$ cat config.mk
export PLATFORM = sky130hd
export DESIGN_NAME = alu_sequencer
export DESIGN_NICKNAME = d
export VERILOG_FILES = /design/src/rtl/alu_sequencer.sv
export SDC_FILE = /design/constraint.sdc
export NUM_CORES = 1
export LEC_CHECK = 0
export ABC_AREA = 0
export CORE_MARGIN = 2
export CORE_UTILIZATION = 30
export CTS_CLUSTER_DIAMETER = 50
export CTS_CLUSTER_SIZE = 28
export DETAILED_ROUTE_END_ITERATION = 8
export PLACE_DENSITY = 0.62
export SETUP_SLACK_MARGIN = 0.1
export SLEW_MARGIN = 0
export SYNTH_ARGS = -nofsm -noshare
export SYNTH_HDL_FRONTEND = slang
export SYNTH_SLANG_ARGS = --single-unit
$ cat constraint.sdc
create_clock -name input_clock -period 2.35 [get_ports input_clock]
set_input_delay 0.235 -clock input_clock [delete_from_list [all_inputs] [get_ports input_clock]]
set_output_delay 0.235 -clock input_clock [all_outputs]
set_load 0.02 [all_outputs]
$ cat src/rtl/alu_sequencer.sv
// Operand-entry sequencer for the switch/button ALU front end.
// It debounces the buttons, takes A, then B, then OP in order, strobes start, and captures the ALU result.
module alu_sequencer #(
  parameter int N               = 8,
  parameter int N_OP            = 6,
  parameter int N_BUTTONS       = 3,
  parameter int DEBOUNCE_CYCLES = 1000000
) (
  input  logic                 input_clock,
  input  logic                 input_reset,
  input  logic [N-1:0]         input_switches,
  input  logic [N_BUTTONS-1:0] input_buttons,
  input  logic [N-1:0]         input_alu_result,
  output logic [N-1:0]         output_a,
  output logic [N-1:0]         output_b,
  output logic [N_OP-1:0]      output_op,
  output logic                 output_start,
  output logic [N-1:0]         output_result,
  output logic                 output_result_valid,
  output logic                 output_error,
  output logic [2:0]           output_state
);

  localparam logic [2:0] S_A    = 3'd0;
  localparam logic [2:0] S_B    = 3'd1;
  localparam logic [2:0] S_OP   = 3'd2;
  localparam logic [2:0] S_EXEC = 3'd3;
  localparam logic [2:0] S_SHOW = 3'd4;

  localparam int               CNT_W    = $clog2(DEBOUNCE_CYCLES + 1);
  localparam logic [CNT_W-1:0] CNT_LAST = CNT_W'(DEBOUNCE_CYCLES - 1);

  logic [N_BUTTONS-1:0] press;
  logic [N_BUTTONS-1:0] want;
  logic                 any_press;
  logic                 multi_press;
  logic                 accept;
  logic                 reject;
  logic [2:0]           state;

  genvar gi;
  generate
    for (gi = 0; gi < N_BUTTONS; gi++) begin : g_btn
      logic             sync1;
      logic             sync2;
      logic             level;
      logic [CNT_W-1:0] count;

      always_ff @(posedge input_clock or negedge input_reset) begin
        if (!input_reset) begin
          sync1 <= 1'b0;
          sync2 <= 1'b0;
          level <= 1'b0;
          count <= '0;
        end else begin
          sync1 <= input_buttons[gi];
          sync2 <= sync1;
          if (sync2 == level) begin
            count <= '0;
          end else if (count == CNT_LAST) begin
            level <= sync2;
            count <= '0;
          end else begin
            count <= count + 1'b1;
          end
        end
      end

      // The press pulse is high during the cycle whose closing edge flips the level to 1.
      // The FSM therefore loads on the same edge that raises the debounced level.
      assign press[gi] = (sync2 != level) && (count == CNT_LAST) && sync2;
    end
  endgenerate

  assign any_press   = |press;
  assign multi_press = |(press & (press - N_BUTTONS'(1)));

  always_comb begin
    want = '0;
    case (state)
      S_A, S_SHOW: want = N_BUTTONS'(1);
      S_B:         want = N_BUTTONS'(2);
      S_OP:        want = N_BUTTONS'(4);
      default:     want = '0;
    endcase
  end

  assign accept = any_press && !multi_press && (press == want);
  assign reject = any_press && !accept;

  always_ff @(posedge input_clock or negedge input_reset) begin
    if (!input_reset) begin
      state               <= S_A;
      output_a            <= '0;
      output_b            <= '0;
      output_op           <= '0;
      output_result       <= '0;
      output_result_valid <= 1'b0;
      output_error        <= 1'b0;
    end else if (state > S_SHOW) begin
      state <= S_A;
    end else if (state == S_EXEC) begin
      output_result       <= input_alu_result;
      output_result_valid <= 1'b1;
      state               <= S_SHOW;
      if (any_press) output_error <= 1'b1;
    end else if (accept) begin
      output_error <= 1'b0;
      case (state)
        S_B: begin
          output_b <= input_switches;
          state    <= S_OP;
        end
        S_OP: begin
          output_op <= input_switches[N_OP-1:0];
          state     <= S_EXEC;
        end
        default: begin
          // S_A or S_SHOW: a new A starts the next sequence, B and OP stay as they were
          output_a            <= input_switches;
          output_result_valid <= 1'b0;
          state               <= S_B;
        end
      endcase
    end else if (reject) begin
      output_error <= 1'b1;
    end
  end

  assign output_start = (state == S_EXEC);
  assign output_state = state;

endmodule
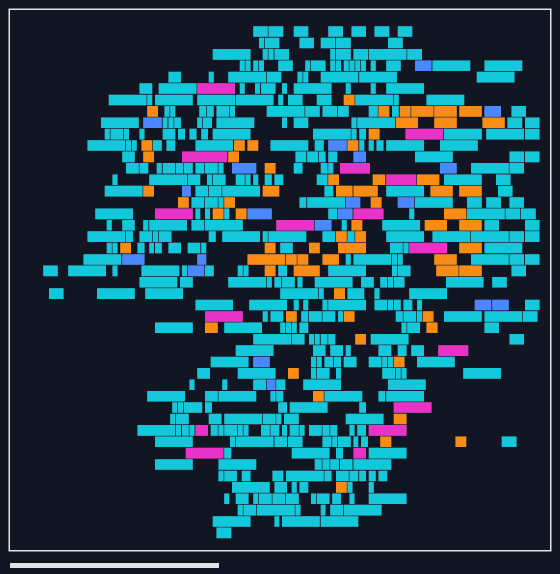
**Above:** run 1 (cell sizes after repair).
Bar = 50 µm.
color	size	cells	share	most used
blue	drive 2	20	3.7%	mux2_2
magenta	drive 6 and up	16	2.9%	clkbuf_16
orange	drive 3 to 4	66	12%	buf_4
cyan	drive 1 or less	441	81%	dfrtp_1
min setup slack post-route: -0.01643 ns
final instance area: 0.006213 mm²
Area Overhead vs Synth: 32.75%
nonclk buf count: 100

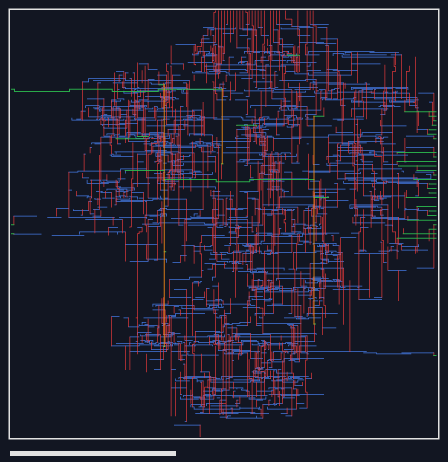
**Above:** run 1 (signal wires by layer).
Bar = 50 µm.
color	layer	wire length
blue	met1	4620 µm
green	met3	284 µm
orange	met4	164 µm
red	met2	4510 µm

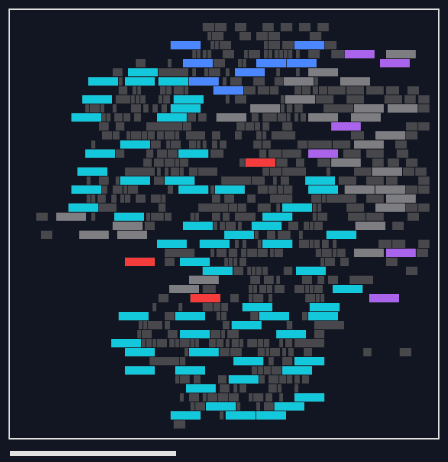
**Above:** run 1 (sequential cells grouped by signal name).
Bar = 50 µm. Other sequential cells in the stronger gray, the rest of the logic in the fainter gray.
color	signal	placed flops
purple	output_op	6
red	g_btn.level	3
cyan	g_btn.count	60
blue	output_result	8
not colored	27

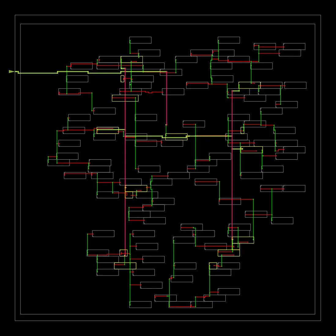
**Above:** run 1 (clock routing).
flip-flop and latch count: 104
P_clk: 1510 µW

[run 1: state kept, by name, indices dropped and copies added (netlist names)]
signal / flops
g_btn.level: 3
g_btn.count: 60
g_btn.sync1: 3
output_result: 8
output_b: 8
output_a: 8
output_state: 3
output_op: 6
output_result_valid: 1
g_btn.sync2: 3
output_error: 1
[run 1: power by group through the flow]
stage                     logic, µW  clock network (µW)  registers [µW]
final                           161                1510            1830
after global routing            183                1630            1830
after CTS                       167                1570            1830
after detailed placement        164                   0            1870
after global placement          160                   0            1860
after floorplan                45.9                   0            1870
[run 1: through the flow]
step                std cells  setup WS [ns]  total power, µW  utilization
finish                    731       -0.01643             3502       0.4087
global placement          713        0.01298             2024       0.3848
detailed placement        713       -0.04330             2030       0.3848
CTS                       730       -0.03070             3565       0.4063
floorplan                 438       0.006703             1916            -
global route              731        -0.1029             3652       0.4087
[run 1: worst min-delay path by stage]
| stage | startpoint | to | slack (ns) | cells after the start |
|---|---|---|---|---|
| finish | input_buttons[0] | g_btn[0].sync1 | 0.32 | 1 |
| global route | input_buttons[0] | g_btn[0].sync1 | 0.32 | 1 |
| CTS | input_buttons[0] | g_btn[0].sync1 | 0.31 | 1 |
| detailed placement | input_reset | g_btn[1].count[9] | 0.29 | 1 |
| global placement | input_reset | g_btn[1].count[9] | 0.28 | 1 |
| floorplan | input_reset | g_btn[0].count[0] | -0.06 | 0 |
[run 1: area by class of cell]
type | instances | area, µm² | share of cell area
sequential | 104 | 2603 | 0.4188
multi-input combinational | 313 | 2100 | 0.3379
timing repair buffer | 100 | 940.9 | 0.1514
tap | 188 | 235.2 | 0.03786
clock buffer | 11 | 232.7 | 0.03745
clock inverter | 5 | 65.06 | 0.01047
inverter | 10 | 37.54 | 0.006041
==> impl_metrics.py, run 1 <==
# Synthesis and PnR figures
metrics = {
    "outcome": {
        "status": "finished, violations left",
        "violations": "negative setup slack",
    },
    "logic_synthesis": {
        "syn_nets": 462,
        "yosysCellCount": 438,
        "synth.top_cell.area_share": 0.5560,
        "logic_family": "simple AND/OR/NAND/NOR gates",
        "ys_area_mm2": 0.004681,
        "synth-main-ff-cell": "dfrtp_1",
        "synth-simple-area-share": 0.2291,
        "most_common_cell": "dfrtp_1",
        "async_flop_share": 1.000,
        "netlist_top_cells_area": "dfrtp_1, nor2_1, xor2_1",
        "xor_area_frac": 0.09917,
        "yosys-top-cells-count": "dfrtp_1, nor2_1, nand2_1, xor2_1, xnor2_1",
        "yosys.stat.seqShare": 0.5560,
        "synth_flops": 104,
        "synth_cells": 438,
        "edf_count": 0,
        "yosysTopAreaCell": "dfrtp_1",
        "yosysUniqueCellTypes": 40,
        "netlist_area_mm2": 0.004681,
    },
    "layout": {
        "fin_nets": 562,
        "diodes": 0,
        "layout-drive-gt1-share": 0.1878,
        "final_layout_top_logic_cells": "dfrtp_1, nor2_1, clkdlybuf4s50_1, nand2_1, buf_4",
        "fill_cells": 1450,
    },
    "power": {
        "p_leak_uw": 0.002663,
        "switching_share": 0.2225,
        "intPower_uw": 2723,
        "power.density_mw_per_mm2": 563.7,
        "seq_power_share": 0.523,
        "pwr-share-comb": 0.046,
    },
    "final_timing": {
        "setup_tns_ns": -0.08411,
        "drv_slew": 0,
        "finalSetupViolations": 8,
        "finalHoldViolations": 0,
        "min_period_ns": 2.366,
        "grt_setup_unrepaired": "true",
        "postLayoutSetupSlackWorst_ns": -0.01643,
        "slew-limit-headroom": 0.6026,
        "holdWs_ns": 0.3220,
        "fmax_ghz": 0.4226,
        "fin_crit_sh": 1.007,
    },
    "routing": {
        "viasPerCell": 4.655,
        "routedWlPerCell_um": 13.10,
        "drt-pass1-iter-count": 4,
        "wl_met1_mm": 4.620,
        "wl_mm": 9.575,
        "drcViolationCount": 0,
        "wl_met3_um": 283,
        "ant_nets": 0,
        "wl_met2_mm": 4.507,
        "drt_iter0_drc": 197,
    },
    "floorplanning": {
        "io_pins": 57,
        "fp.dieH_um": 128.9,
        "fp_util": 0.3079,
        "rows": 45,
        "design.core.area_mm2": 0.01520,
        "dieArea_mm2": 0.01662,
    },
    "worst_setup_path": {
        "slowest_delay_ns": 0.49,
        "cp.depth": 7,
        "worst_r2r_endpoint": "output_b[0]",
        "end_kind": "flip-flop",
        "worstPathRequired_ns": 2.58,
        "r2r_slack_ns": -0.02,
        "path_class": "reg2reg",
        "regToRegStartpoint": "g_btn[1].count[1]",
        "crit_slowest_cell": "or4_4",
        "crit_family": "simple AND/OR/NAND/NOR gates",
        "crit_start": "g_btn[1].count[1]",
    },
    "run": {
        "cap_violations": 0,
    },
    "global_routing": {
        "grtUsageMet2": 0.1983,
        "gr-total-overflow": 0,
        "grt_use_met1": 0.1643,
        "grt_usage": 0.1235,
        "grt_max_degree": 48,
        "grt_pass1_vias": 3448,
    },
    "clock_network": {
        "ctsResizeCount": 3,
        "numCtsBuffers": 9,
        "clk_latency_ns": 0.35,
        "postCtsHoldBufs": 1,
        "cts_setup_buffers": 0,
        "cts_tree": "yes",
        "cts.sinks": 104,
        "cts_root_buf": "clkbuf_16",
    },
    "worst_hold_path": {
        "hold_class": "in2reg",
    },
    "placed_design": {
        "place.gp.congestion": 0.7556,
        "hpwl_mm": 6.828,
        "place_area_mm2": 0.005849,
    },
}
==> run 2, diff against run 1 <==
--- a/config.mk
+++ b/config.mk
@@ -12,6 +12,7 @@
 export CTS_CLUSTER_SIZE = 28
 export DETAILED_ROUTE_END_ITERATION = 8
 export PLACE_DENSITY = 0.62
+export RECOVER_POWER = 50
 export SETUP_SLACK_MARGIN = 0.1
 export SLEW_MARGIN = 0
 export SYNTH_ARGS = -nofsm -noshare
==> impl_metrics.py, run 2 <==
# Synthesis and PnR figures
metrics = {
    "final_timing": {
        "fmax_ghz": 0.4223,
        "postLayoutSetupSlackWorst_ns": -0.01813,
        "holdWs_ns": 0.3473,
        "fin_crit_sh": 1.008,
        "min_period_ns": 2.368,
        "drv_slew": 0,
        "finalSetupViolations": 8,
        "finalHoldViolations": 0,
        "setup_tns_ns": -0.09661,
        "slew-limit-headroom": 0.2569,
        "grt_setup_unrepaired": "true",
    },
    "placed_design": {
        "place_area_mm2": 0.005849,
        "dp_slack_ns": -0.04330,
        "place.gp.congestion": 0.7556,
        "hpwl_mm": 6.828,
        "port_buffers": 56,
    },
    "floorplanning": {
        "design.core.area_mm2": 0.01520,
        "rows": 45,
        "dieArea_mm2": 0.01662,
        "fp.dieH_um": 128.9,
        "fp_util": 0.3079,
        "die_w_um": 128.9,
        "io_pins": 57,
    },
    "clock_network": {
        "clk_latency_ns": 0.35,
        "numCtsBuffers": 9,
        "cts_tree": "yes",
        "cts.sinks": 104,
        "cts_root_buf": "clkbuf_16",
    },
    "routing": {
        "routedWlPerCell_um": 13.06,
        "vias": 3401,
        "wl_mm": 9.548,
        "viasPerCell": 4.653,
        "drcViolationCount": 0,
        "drt_iter0_drc": 188,
        "ant_nets": 0,
        "drt-pass1-iter-count": 4,
    },
    "logic_synthesis": {
        "yosysTopAreaCell": "dfrtp_1",
        "netlist_top_cells_area": "dfrtp_1, nor2_1, xor2_1",
        "synth_cells": 438,
        "yosysUniqueCellTypes": 40,
        "netlist_area_mm2": 0.004681,
        "synth_flops": 104,
        "edf_count": 0,
        "yosys-top-cells-count": "dfrtp_1, nor2_1, nand2_1, xor2_1, xnor2_1",
        "synth-main-ff-cell": "dfrtp_1",
        "yosys.stat.seqShare": 0.5560,
        "compound_area_frac": 0.02165,
        "most_common_cell": "dfrtp_1",
        "logic_family": "simple AND/OR/NAND/NOR gates",
        "ys_area_mm2": 0.004681,
        "yosysCellCount": 438,
        "syn_nets": 462,
        "xor_area_frac": 0.09917,
        "async_flop_share": 1.000,
        "synth-simple-area-share": 0.2291,
    },
    "worst_setup_path": {
        "crit_start": "g_btn[1].count[1]",
        "regToRegStartpoint": "g_btn[1].count[1]",
        "r2r_slack_ns": -0.02,
        "end_kind": "flip-flop",
        "path_class": "reg2reg",
        "worstPathRequired_ns": 2.59,
        "worst_r2r_endpoint": "output_b[4]",
    },
    "power": {
        "power.density_mw_per_mm2": 565.0,
        "p_leak_uw": 0.002653,
        "power.total_uw": 3497,
    },
    "global_routing": {
        "grt_usage": 0.1235,
        "grt_max_degree": 48,
        "gr-total-overflow": 0,
        "grt_pass1_vias": 3448,
    },
    "worst_hold_path": {
        "hold_path_end": "g_btn[1].sync2",
        "holdPathStages": 0,
        "hold_class": "reg2reg",
        "worstHoldStart": "g_btn[1].sync1",
    },
    "outcome": {
        "violations": "negative setup slack",
        "status": "finished, violations left",
    },
    "layout": {
        "final_util": 0.4071,
        "diodes": 0,
        "largest_reg_flops": 60,
        "fin_nets": 562,
        "layout-drive-gt1-share": 0.1823,
        "fin_cells": 731,
        "regMostFlops": "g_btn.count",
        "final_layout_top_logic_cells": "dfrtp_1, nor2_1, clkdlybuf4s50_1, nand2_1, buf_4",
    },
    "run": {
        "cap_violations": 0,
    },
}
run 2: cell counts after synthesis:
Identical to the previous run, type by type.
run 2: final cells by class:
cell class / instances / area (µm²)
clock inverter: 5 / 65.06
multi-input combinational: 313 / 2097
timing repair buffer: 100 / 918.4
clock buffer: 11 / 232.7
inverter: 10 / 37.54
sequential: 104 / 2603
fill: 1453 / 9014
tap: 188 / 235.2
run 2: worst max-delay path, cell delays in order, from the launching register on:
cell and delay [ns]:
dfrtp_1 0.40, ha_4 0.17, nand3_4 0.07, or4_4 0.49, or4_4 0.44, nor3b_4 0.22
buf_12 0.17, mux2_4 0.30
run 2: worst max path at each step:
stage / end / slack [ns] / cells after the start
3_3_place_gp: output_b[0] / 0.01 / 7
4_1_cts: output_b[0] / -0.03 / 7
3_5_place_dp: output_b[0] / -0.04 / 7
2_1_floorplan: output_b[0] / 0.007 / 7
5_1_grt: output_b[0] / -0.10 / 7
6_report: output_b[4] / -0.02 / 7
run 2: metal layers:
metal | share of wire | vias to the layer above | wire length (µm) | global-route usage
met5 | 0 | - | 0 | 0
met4 | 0.017 | 0 | 166 | 0.05051
met3 | 0.031 | 11 | 292 | 0.02412
met2 | 0.47 | 46 | 4513 | 0.1983
met1 | 0.48 | 1654 | 4575 | 0.1643
li1 | - | 1690 | - | -
run 2: where the power goes:
| part | internal, µW | total, µW | switching (µW) |
|---|---|---|---|
| registers | 1810 | 1830 | 18.3 |
| logic | 67.8 | 155 | 87.6 |
| clock network | 839 | 1510 | 673 |
run 2: what timing repair did:
action                                 4_1_cts  5_1_grt
setup buffers                                0        1
hold buffers                                 1        0
endpoints found under the hold margin       43        0
setup endpoints to repair                   22       25
pin swaps                                    1        1
gates cloned                                 0        0
gates resized                                3        6
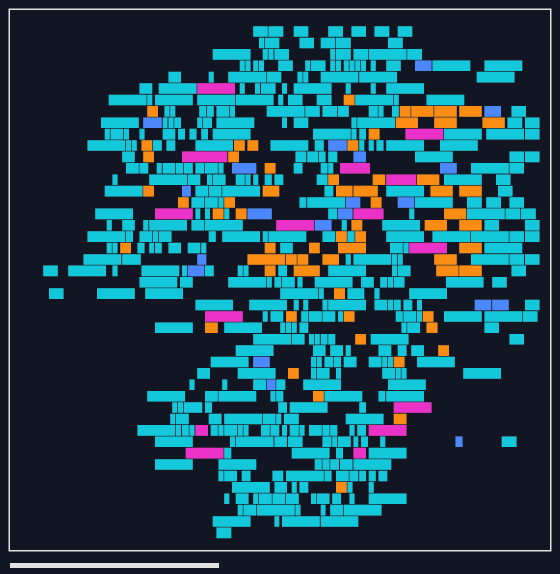
**Above:** run 2 (cell sizes after repair).
Bar = 50 µm.
color	size	cells	share	most used
blue	drive 2	20	3.7%	mux2_2
magenta	drive 6 and up	15	2.8%	clkbuf_16
orange	drive 3 to 4	64	12%	buf_4
cyan	drive 1 or less	444	82%	dfrtp_1
Area Overhead vs Synth: 32.21%
min setup slack post-route: -0.01813 ns
final instance area: 0.006188 mm²

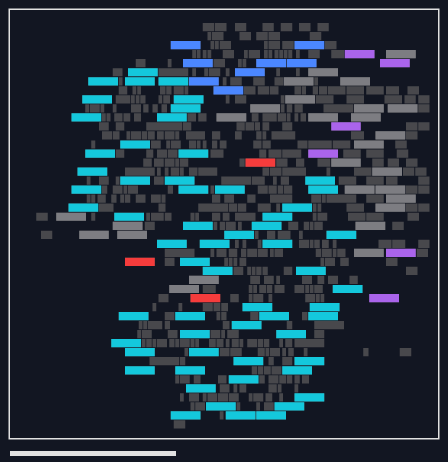
**Above:** run 2 (sequential cells grouped by signal name).
Bar = 50 µm. Other sequential cells in the stronger gray, the rest of the logic in the fainter gray.
color	signal	placed flops
purple	output_op	6
red	g_btn.level	3
blue	output_result	8
cyan	g_btn.count	60
not colored	27
Reg area: 0.002603 mm²
Seq group: 1830 µW

Power is estimated from default activity; no workload was simulated.
